`src/rtl/fp_add_ctrl_pkg.sv`:
```
`default_nettype none
// ============================================================================
// Module   : fp_add_ctrl_pkg
// Purpose  : Shared FSM state type, exponent limits and align-count helper
//            for the floating-point adder controller.
// Revision : 1.0 - initial release
// ============================================================================
package fp_add_ctrl_pkg;

  typedef enum logic [2:0] {
    IDLE  = 3'd0,
    LOAD  = 3'd1,
    ALIGN = 3'd2,
    ADD   = 3'd3,
    NORM  = 3'd4,
    DONE  = 3'd5
  } state_t;

  localparam logic [7:0] ALIGN_MAX = 8'd25;
  localparam logic [7:0] EXP_MAX   = 8'hFE;
  localparam logic [7:0] EXP_MIN   = 8'h01;

  // Shifting a 24-bit mantissa further than 25 places always yields zero,
  // so the distance is clamped there.
  function automatic logic [7:0] align_count(input logic [7:0] a, input logic [7:0] b);
    logic [7:0] diff;
    diff = (a >= b) ? (a - b) : (b - a);
    return (diff > ALIGN_MAX) ? ALIGN_MAX : diff;
  endfunction

endpackage
`default_nettype wire

```
`src/rtl/fp_add_ctrl_align_cnt.sv`:
```
`default_nettype none
// ============================================================================
// Module   : align_cnt
// Purpose  : 8-bit loadable down-counter with zero flag; tracks remaining
//            alignment shifts of the smaller mantissa.
// Revision : 1.0 - initial release
// ============================================================================
module align_cnt (
  input  logic       clk,
  input  logic       rst,
  input  logic       load,
  input  logic       dec,
  input  logic [7:0] load_val,
  output logic [7:0] count,
  output logic       zero
);

  logic [7:0] r_count;

  always_ff @(posedge clk or posedge rst) begin
    if (rst) begin
      r_count <= 8'd0;
    end else if (load) begin
      r_count <= load_val;
    end else if (dec && (r_count != 8'd0)) begin
      r_count <= r_count - 8'd1;
    end
  end

  assign count = r_count;
  assign zero  = (r_count == 8'd0);

endmodule
`default_nettype wire

```
`src/rtl/fp_add_ctrl.sv`:
```
`default_nettype none
// ============================================================================
// Module   : fp_add_ctrl
// Purpose  : Sequencing FSM for a floating-point adder: exponent compare,
//            mantissa alignment, add and normalisation with ovf/unf flags.
// Revision : 1.0 - initial release
// ============================================================================
module fp_add_ctrl
  import fp_add_ctrl_pkg::*;
(
  input  logic       clk,
  input  logic       rst,
  input  logic       start,
  input  logic [7:0] exp_a,
  input  logic [7:0] exp_b,
  input  logic [7:0] exp_out,
  input  logic       sum_carry,
  input  logic       sum_msb,
  input  logic       sum_zero,
  output logic       ld_exp,
  output logic       cen_up_exp,
  output logic       cen_down_exp,
  output logic [7:0] parin_exp,
  output logic       ld_ma,
  output logic       ld_mb,
  output logic       sel_small,
  output logic       shr_small,
  output logic       ld_sum,
  output logic       shr_sum,
  output logic       shl_sum,
  output logic       busy,
  output logic       done,
  output logic       ovf,
  output logic       unf
);

  state_t     r_state;
  logic       r_sel_small;
  logic       r_ovf;
  logic       r_unf;
  logic [7:0] w_align_init;
  logic [7:0] w_exp_max;
  logic       w_sel_small;
  logic [7:0] w_cnt;
  logic       w_cnt_zero;
  logic       w_align_last;

  assign w_align_init = align_count(exp_a, exp_b);
  assign w_sel_small  = (exp_b <= exp_a);
  assign w_exp_max    = w_sel_small ? exp_a : exp_b;
  // Counter still shows the pre-decrement value, so 1 means this is the final shift.
  assign w_align_last = w_cnt_zero || (w_cnt == 8'd1);

  align_cnt u_align_cnt (
    .clk      (clk),
    .rst      (rst),
    .load     (r_state == LOAD),
    .dec      (r_state == ALIGN),
    .load_val (w_align_init),
    .count    (w_cnt),
    .zero     (w_cnt_zero)
  );

  always_ff @(posedge clk or posedge rst) begin
    if (rst) begin
      r_state     <= IDLE;
      r_sel_small <= 1'b0;
      r_ovf       <= 1'b0;
      r_unf       <= 1'b0;
    end else begin
      case (r_state)
        IDLE: begin
          if (start) begin
            r_state <= LOAD;
            r_ovf   <= 1'b0;
            r_unf   <= 1'b0;
          end
        end
        LOAD: begin
          r_sel_small <= w_sel_small;
          r_state     <= (w_align_init != 8'd0) ? ALIGN : ADD;
        end
        ALIGN: begin
          if (w_align_last) r_state <= ADD;
        end
        ADD: r_state <= NORM;
        NORM: begin
          if (sum_carry) begin
            r_state <= DONE;
            if (exp_out == EXP_MAX) r_ovf <= 1'b1;
          end else if (sum_zero || sum_msb) begin
            r_state <= DONE;
          end else if (exp_out == EXP_MIN) begin
            r_unf   <= 1'b1;
            r_state <= DONE;
          end
        end
        DONE:    r_state <= IDLE;
        default: r_state <= IDLE;
      endcase
    end
  end

  always_comb begin
    ld_exp       = 1'b0;
    cen_up_exp   = 1'b0;
    cen_down_exp = 1'b0;
    parin_exp    = 8'h00;
    ld_ma        = 1'b0;
    ld_mb        = 1'b0;
    sel_small    = 1'b0;
    shr_small    = 1'b0;
    ld_sum       = 1'b0;
    shr_sum      = 1'b0;
    shl_sum      = 1'b0;
    case (r_state)
      LOAD: begin
        ld_exp    = 1'b1;
        parin_exp = w_exp_max;
        ld_ma     = 1'b1;
        ld_mb     = 1'b1;
        sel_small = w_sel_small;
      end
      ALIGN: begin
        sel_small = r_sel_small;
        shr_small = 1'b1;
      end
      ADD: begin
        sel_small = r_sel_small;
        ld_sum    = 1'b1;
      end
      NORM: begin
        sel_small = r_sel_small;
        if (sum_carry) begin
          shr_sum    = 1'b1;
          cen_up_exp = 1'b1;
        end else if (sum_zero) begin
          ld_exp = 1'b1;
        end else if (!sum_msb && (exp_out != EXP_MIN)) begin
          shl_sum      = 1'b1;
          cen_down_exp = 1'b1;
        end
      end
      DONE:    sel_small = r_sel_small;
      default: ;
    endcase
  end

  assign busy = (r_state != IDLE);
  assign done = (r_state == DONE);
  assign ovf  = r_ovf;
  assign unf  = r_unf;

endmodule
`default_nettype wire

```
`config.mk`:
```
export PLATFORM = sky130hd
export DESIGN_NAME = fp_add_ctrl
export DESIGN_NICKNAME = d
export VERILOG_FILES = /design/src/rtl/fp_add_ctrl_pkg.sv /design/src/rtl/fp_add_ctrl_align_cnt.sv /design/src/rtl/fp_add_ctrl.sv
export SDC_FILE = /design/constraint.sdc
export NUM_CORES = 1
export LEC_CHECK = 0
export ABC_AREA = 1
export CAP_MARGIN = 5
export CORE_ASPECT_RATIO = 0.9
export CORE_MARGIN = 5
export CORE_UTILIZATION = 34
export DETAILED_ROUTE_END_ITERATION = 16
export SYNTH_ARGS = -nofsm -noshare
export SYNTH_HDL_FRONTEND = slang
export SYNTH_HIERARCHICAL = 1
export SYNTH_SLANG_ARGS = --single-unit
```
`constraint.sdc`:
```
create_clock -name clk -period 3.32 [get_ports clk]
set_clock_uncertainty 0.05 [all_clocks]
set_input_delay 0.664 -clock clk [delete_from_list [all_inputs] [get_ports clk]]
set_output_delay 0.664 -clock clk [all_outputs]
set_load 0.03 [all_outputs]
```
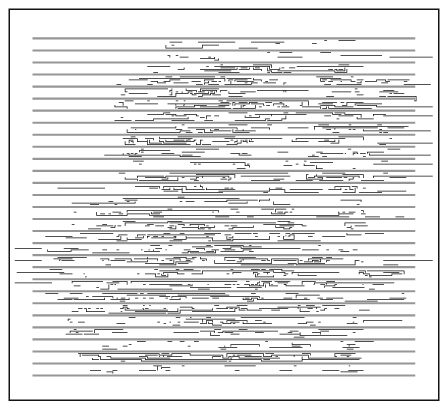
*Metal 1, run 1*
Supply wires on this layer in gray.
nets with wire on the layer: 472
longest straight run: 42.8 um
wire length on this layer: 3240 um

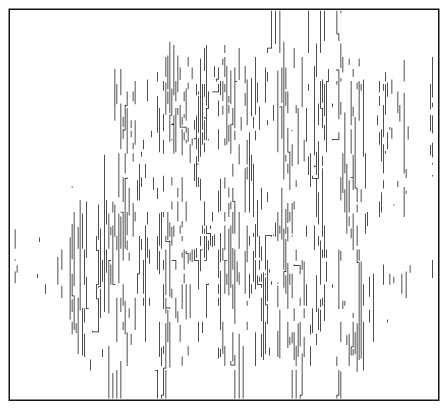
*Signal wires on met2, run 1*
nets with wire on the layer: 421
wire length on this layer: 3020 um
share of all routed wire: 46%
longest straight run: 35.4 um

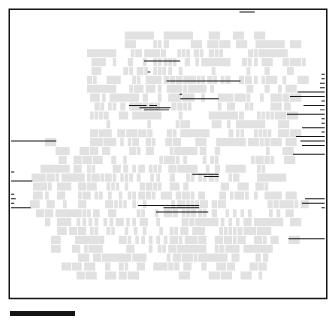
*M3 wires, run 1*
Bar = 20 um.
nets with wire on the layer: 40
wire length on this layer: 264 um

==> flow_summary.ini, run 1 <==
; implementation run metrics
[logic_synthesis]
synth.cell_area_sq_um = 2300
synth_warnings = 6
synth_largest_type_area_fraction = 0.181
yosys_top_cell_by_area = nand2_1
yosys.cell_types.count = 36
synth_stat.cells = 376
synth_flops = 14
synth_seq_share = 0.152
netlist_top_cells_area = nand2_1 18%, dfrtp_1 15%, inv_1 11%, ha_1 9.8%, nand3_1 6.5%

[finish]
final_common_cell = nand2_1
design.final.nets = 527
final_layout_size_suffix_gt1_frac = 0.261
areaGrowthSynthToFinish_pct = 50.1
finish.instance_area_sq_um = 3450
fin_util = 0.524
final_cell_mix = 109 x nand2_1, 65 x inv_1, 57 x buf_4, 38 x clkdlybuf4s50_1, 30 x nand3_1

[placement]
place_inst = 558
place_hpwl_um = 5230
detailedPlace.worstSlack_ns = -0.435
finalWeightedCongestion = 0.845
portBuffers = 51
placed_cell_area_sq_um = 3230

[drt]
detail_route.vias_per_cell = 4.61
detailed_route_via_count = 2609
first_pass_iters = 4
drc = 0
number_of_nets_still_failing_antenna_checks_after_routing = 0
post_drt_wl_per_cell_um = 11.6

[critical_path]
timing.critical_path.cells = clkdlybuf4s50_1 > inv_1 > ha_4 > nand2_4 > nor2_8 > nand3_1 > o211ai_1 > nand2_2 > buf_8 > o21ai_1 > a21oi_1 > buf_4
timing.critical_path.from_type = primary input
total_number_of_cells_along_the_worst_setup_path = 12
worst_r2r_startpoint = r_state[2]$_DFFE_PP0P_
cp_max_stage_delay_ns = 0.49
timing.critical_path.to = parin_exp[4]
path_max_fanout = 8
rrSetupSlack_ns = 1.40
critical_path_required_ns = 2.61
cp-startpoint = exp_a[7]

[timing]
final_critical_path_setup_slack_ns = 0.0656
clock.fmax_mhz = 307
setup_total_negative_slack_ns = 0
final-max-slew-violation-count = 0
period_minus_slack_ns = 3.25
fin_crit_sh = 0.980

[hold_path]
hold_end = r_sel_small$_DFFE_PP0P_
min-delay-start = r_sel_small$_DFFE_PP0P_
worst_hold_path_type = reg2reg
worstHoldPathCells = 2

[floorplanning]
dieHeight_um = 88.0
ioPinCount = 52
coreArea_sq_um = 6590
chipWidth_um = 96.7
die-area_sq_um = 8510

[power_and_ir_drop]
power.ir.vdd_worst_mv = 0.258
power_density_nw_per_um2 = 573
total_power_mw = 1.98

[grt]
grt_pass1_wl_um = 11600
grt_antenna_before_repair = 0
grt_overflow_total = 0
first_global_vias = 2712
groute.usage.overall = 0.160
pin_count_of_the_biggest_net_entering_global_routing = 17

[clock_tree]
tritoncts = yes
clock.latency.late_pin_ns = 0.25
clockRootBuffer = clkbuf_8
clock_tree.htree_level_count = 1
cts_buffers = 3
clock_net_sink_count = 14

[run]
warning_count = 35

[status]
run_status = completed
## run 1: where the power goes
| group | internal (mW) | switching, mW |
|---|---|---|
| clock | 0.105 | 0.0678 |
| combinational | 0.584 | 0.871 |
| sequential | 0.254 | 0.0965 |
| total | 0.944 | 1.04 |
## run 1: state kept, by name, summed over array words and instances, names as in the netlist
register and flops:
u_align_cnt/count 8, r_state 3, ovf 1, r_sel_small 1
unf 1
## run 1: final cells by class
cell class	count	area [sq um]
Tap cell	90	113
Sequential cell	14	350
Clock buffer	4	55.1
Fill cell	712	3130
Multi-Input combinational cell	284	1780
Inverter	72	270
Timing Repair Buffer	102	887
## run 1: synth_stat cells, drive strengths merged
cell / count
o32a: 1
a21oi: 16
dfrtp: 14
inv: 72
o211ai: 1
nand3: 37
nand3b: 1
nand2: 121
buf: 7
xnor2: 3
nor4: 3
ha: 18
xor2: 2
nor4b: 1
conb: 1
fa: 2
a21o: 1
or2: 2
nand4: 7
nor3: 5
nor2: 33
nor3b: 2
o21ai: 24
clkbuf: 2
## run 1: layer usage
layer  vias up  track usage  routed length [um]
met5         -            0                   0
li1       1379            -                   -
met1      1170        0.211                3240
met2        54        0.286                3020
met3         6       0.0287                 264
met4         0       0.0191                  41
## run 1: logic make-up (layout without fill, tap and decap cells)
kind of cell	count (synthesis)	in the layout	synth area share
adders and majority gates	20	20	0.115
AOI/OAI and AO/OA	43	43	0.114
and+or+nand+nor	212	213	0.458
other	1	3	0.00163
buffers and inverters	81	178	0.139
xor gates and xnor gates	5	5	0.0190
DFF	14	14	0.152
## run 1: what timing repair did
action / CTS / global route
pin swaps: 2 / 3
setup endpoints to repair: 9 / 14
gates resized: 22 / 19
cloned: 1 / 1
hold buffers: 0 / 0
setup buffers: 2 / 0
## Run 2: what changed since run 1
ABC_AREA = default   (was 1)
PLACE_DENSITY = 0.55   (was default)
==> run 2 against run 1 <==
Effect of this change: clock power fell by 5%; design area rose by 4.0%; sequential power barely moved; worst setup slack improved by 0.015 ns; largest power group unchanged; area after synthesis fell by 6.7%; critical endpoint is now parin_exp[3]; flip-flop count did not move.
==> flow_summary.ini, run 2 <==
; implementation run metrics
[finish]
final_cell_mix = 74 x buf_4, 28 x clkdlybuf4s50_1, 21 x nand2_1, 19 x nor2_1, 17 x inv_1
final_layout_size_suffix_gt1_frac = 0.393
flip_flop_count_of_the_largest_register_after_layout = 8
finish.instance_area_sq_um = 3590
fin_util = 0.587
final_common_cell = buf_4
design.final.nets = 450
ff_latch_area_sq_um = 350
layout.area.comb_sq_um = 1850
areaGrowthSynthToFinish_pct = 67.4
filler_cell_count = 551

[floorplanning]
dieHeight_um = 85.3
coreArea_sq_um = 6110
ioPinCount = 52
die-area_sq_um = 8000
chipWidth_um = 93.7

[logic_synthesis]
synth_warnings = 6
synth_seq_share = 0.163
synth_largest_type_area_fraction = 0.163
yosys_top_cell_by_area = dfrtp_1
yosys_most_used_dff = dfrtp_1
synth.cell_area_sq_um = 2140
synthesis.area_per_instance_sq_um = 7.69
enable_flop_cells = 0
async_reset_ff_frac = 1.00
synth_stat.cells = 279
synth_flops = 14
yosys-top-cells-count = 29 x nor2_1, 24 x inv_1, 22 x nand2_1
netlist_top_cells_area = dfrtp_1 16%, ha_1 11%, mux2i_1 5.6%, nor2_1 5.1%, inv_1 4.2%
yosys.cell_types.count = 67
synthMostInstantiatedCell = nor2_1

[drt]
number_of_nets_still_failing_antenna_checks_after_routing = 0
drc = 0
post_drt_wl_per_cell_um = 13.6
first_pass_iters = 4
wl_met3_um = 355
detailed_route_via_count = 2416
detail_route.vias_per_cell = 4.97
met1Wirelength_um = 3060
highest_layer = met4
wl_met2_um = 3070

[grt]
grt_antenna_before_repair = 0
pin_count_of_the_biggest_net_entering_global_routing = 20
first_global_vias = 2390
grt_pass1_wl_um = 11000
grtUsageMet2 = 0.288
grt_overflow_total = 0
groute.usage.overall = 0.166
grt.met3_usage = 0.0230
globalRoute.busiestLayer = met2
use_met1 = 0.214

[hold_path]
worst_hold_path_type = reg2reg

[power_and_ir_drop]
power_density_nw_per_um2 = 486
power.leakage_nw = 1.66
power.ir.vdd_worst_mv = 0.243
total_power_mw = 1.74

[placement]
finalWeightedCongestion = 0.877
placed_cell_area_sq_um = 3130
portBuffers = 51
place_hpwl_um = 5210
place_inst = 466
detailedPlace.worstSlack_ns = -0.574

[timing]
final_critical_path_setup_slack_ns = 0.0807
final-max-slew-violation-count = 0
clock.fmax_mhz = 309
period_minus_slack_ns = 3.24
fin_crit_sh = 0.976
setup_total_negative_slack_ns = 0

[critical_path]
critical_path_required_ns = 2.61
timing.critical_path.from_type = primary input
path_max_fanout = 4
timing.critical_path.cells = buf_6 > inv_2 > ha_4 > fa_2 > nor2b_4 > o21ai_2 > nor2b_4 > o22ai_4 > o22ai_4 > buf_6 > mux2i_2 > nor2_2 > buf_6
cp_max_stage_delay_ns = 0.39

[status]
run_status = completed

[run]
warning_count = 35

[clock_tree]
clock_net_sink_count = 14
clock_tree.htree_level_count = 1
tritoncts = yes
clockRootBuffer = clkbuf_8
## run 2: cell types whose count changed in the layout (fill, tap and decap cells not counted), sizes merged, moves of 6 or more
cell / change
nand3: -30
nand2: -99
inv: -47
clkdlybuf4s50: -10
or3: +7
buf: +28
a21o: +6
mux2i: +12
## run 2: layout make-up
class	instances	area share
clock buffer	4	0.0153
inverter	25	0.0261
multi-input combinational	229	0.517
sequential	14	0.0976
tap	87	0.0303
timing repair buffer	127	0.314
## run 2: repair_timing
item                                    CTS  global route
endpoints found under the setup margin   15            15
hold buffers                              0             0
setup buffers                            12             7
resized                                  44            40
pin swaps                                14            15
## run 2: logic make-up (layout without fill, tap and decap cells)
family	after synthesis	after routing	share of synthesized area
AND/OR/NAND/NOR	112	112	0.288
XOR/XNOR	8	8	0.0327
buffers and inverters	38	156	0.0852
multiplexers	13	13	0.0613
other	1	3	0.00175
AND-OR/OR-AND	73	73	0.244
adder cells (fa/ha/maj)	20	20	0.124
flip-flops	14	14	0.163
## run 2: worst paths after layout
| path | start | endpoint | slack (ns) | depth (start not counted) |
|---|---|---|---|---|
| max | exp_b[0] | parin_exp[3] | 0.08 | 13 |
| max reg2reg | r_state[2]$_DFFE_PP0P_ | r_state[0]$_DFFE_PP0P_ | 1.23 | 6 |
| min | r_sel_small$_DFFE_PP0P_ | r_sel_small$_DFFE_PP0P_ | 0.44 | 2 |
| max in group asynchronous | rst | u_align_cnt/count[1]$_DFFE_PP0P_ | 2.31 | 2 |
| min in group asynchronous | rst | r_state[1]$_DFFE_PP0P_ | 0.61 | 2 |
| min reg2reg | r_sel_small$_DFFE_PP0P_ | r_sel_small$_DFFE_PP0P_ | 0.44 | 2 |
## run 2: where the power goes
part	switching, mW	internal [mW]
sequential	0.104	0.244
clock	0.0589	0.105
combinational	0.650	0.582
total	0.813	0.931
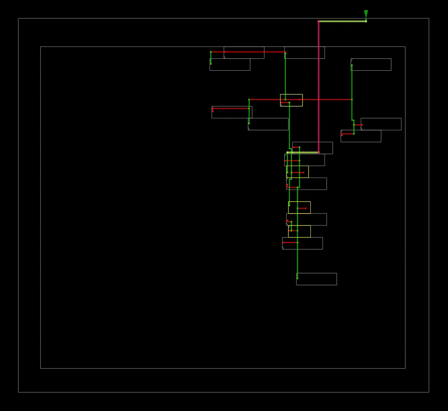
*Clock nets, run 2*
clock network latency to the later pin of the worst-skew pair: 0.24 ns
Seq cells: 14
clock buffer count from CTS: 3

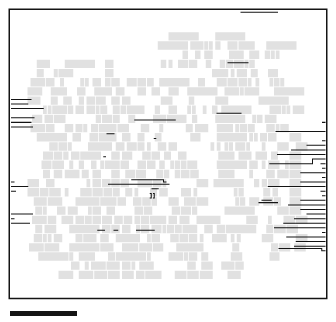
*M3 wires, run 2*
Bar = 20 um.
longest straight run: 17.9 um
wire length on this layer: 355 um

Power figures rest on the tool's default switching activity, not on a simulated workload.
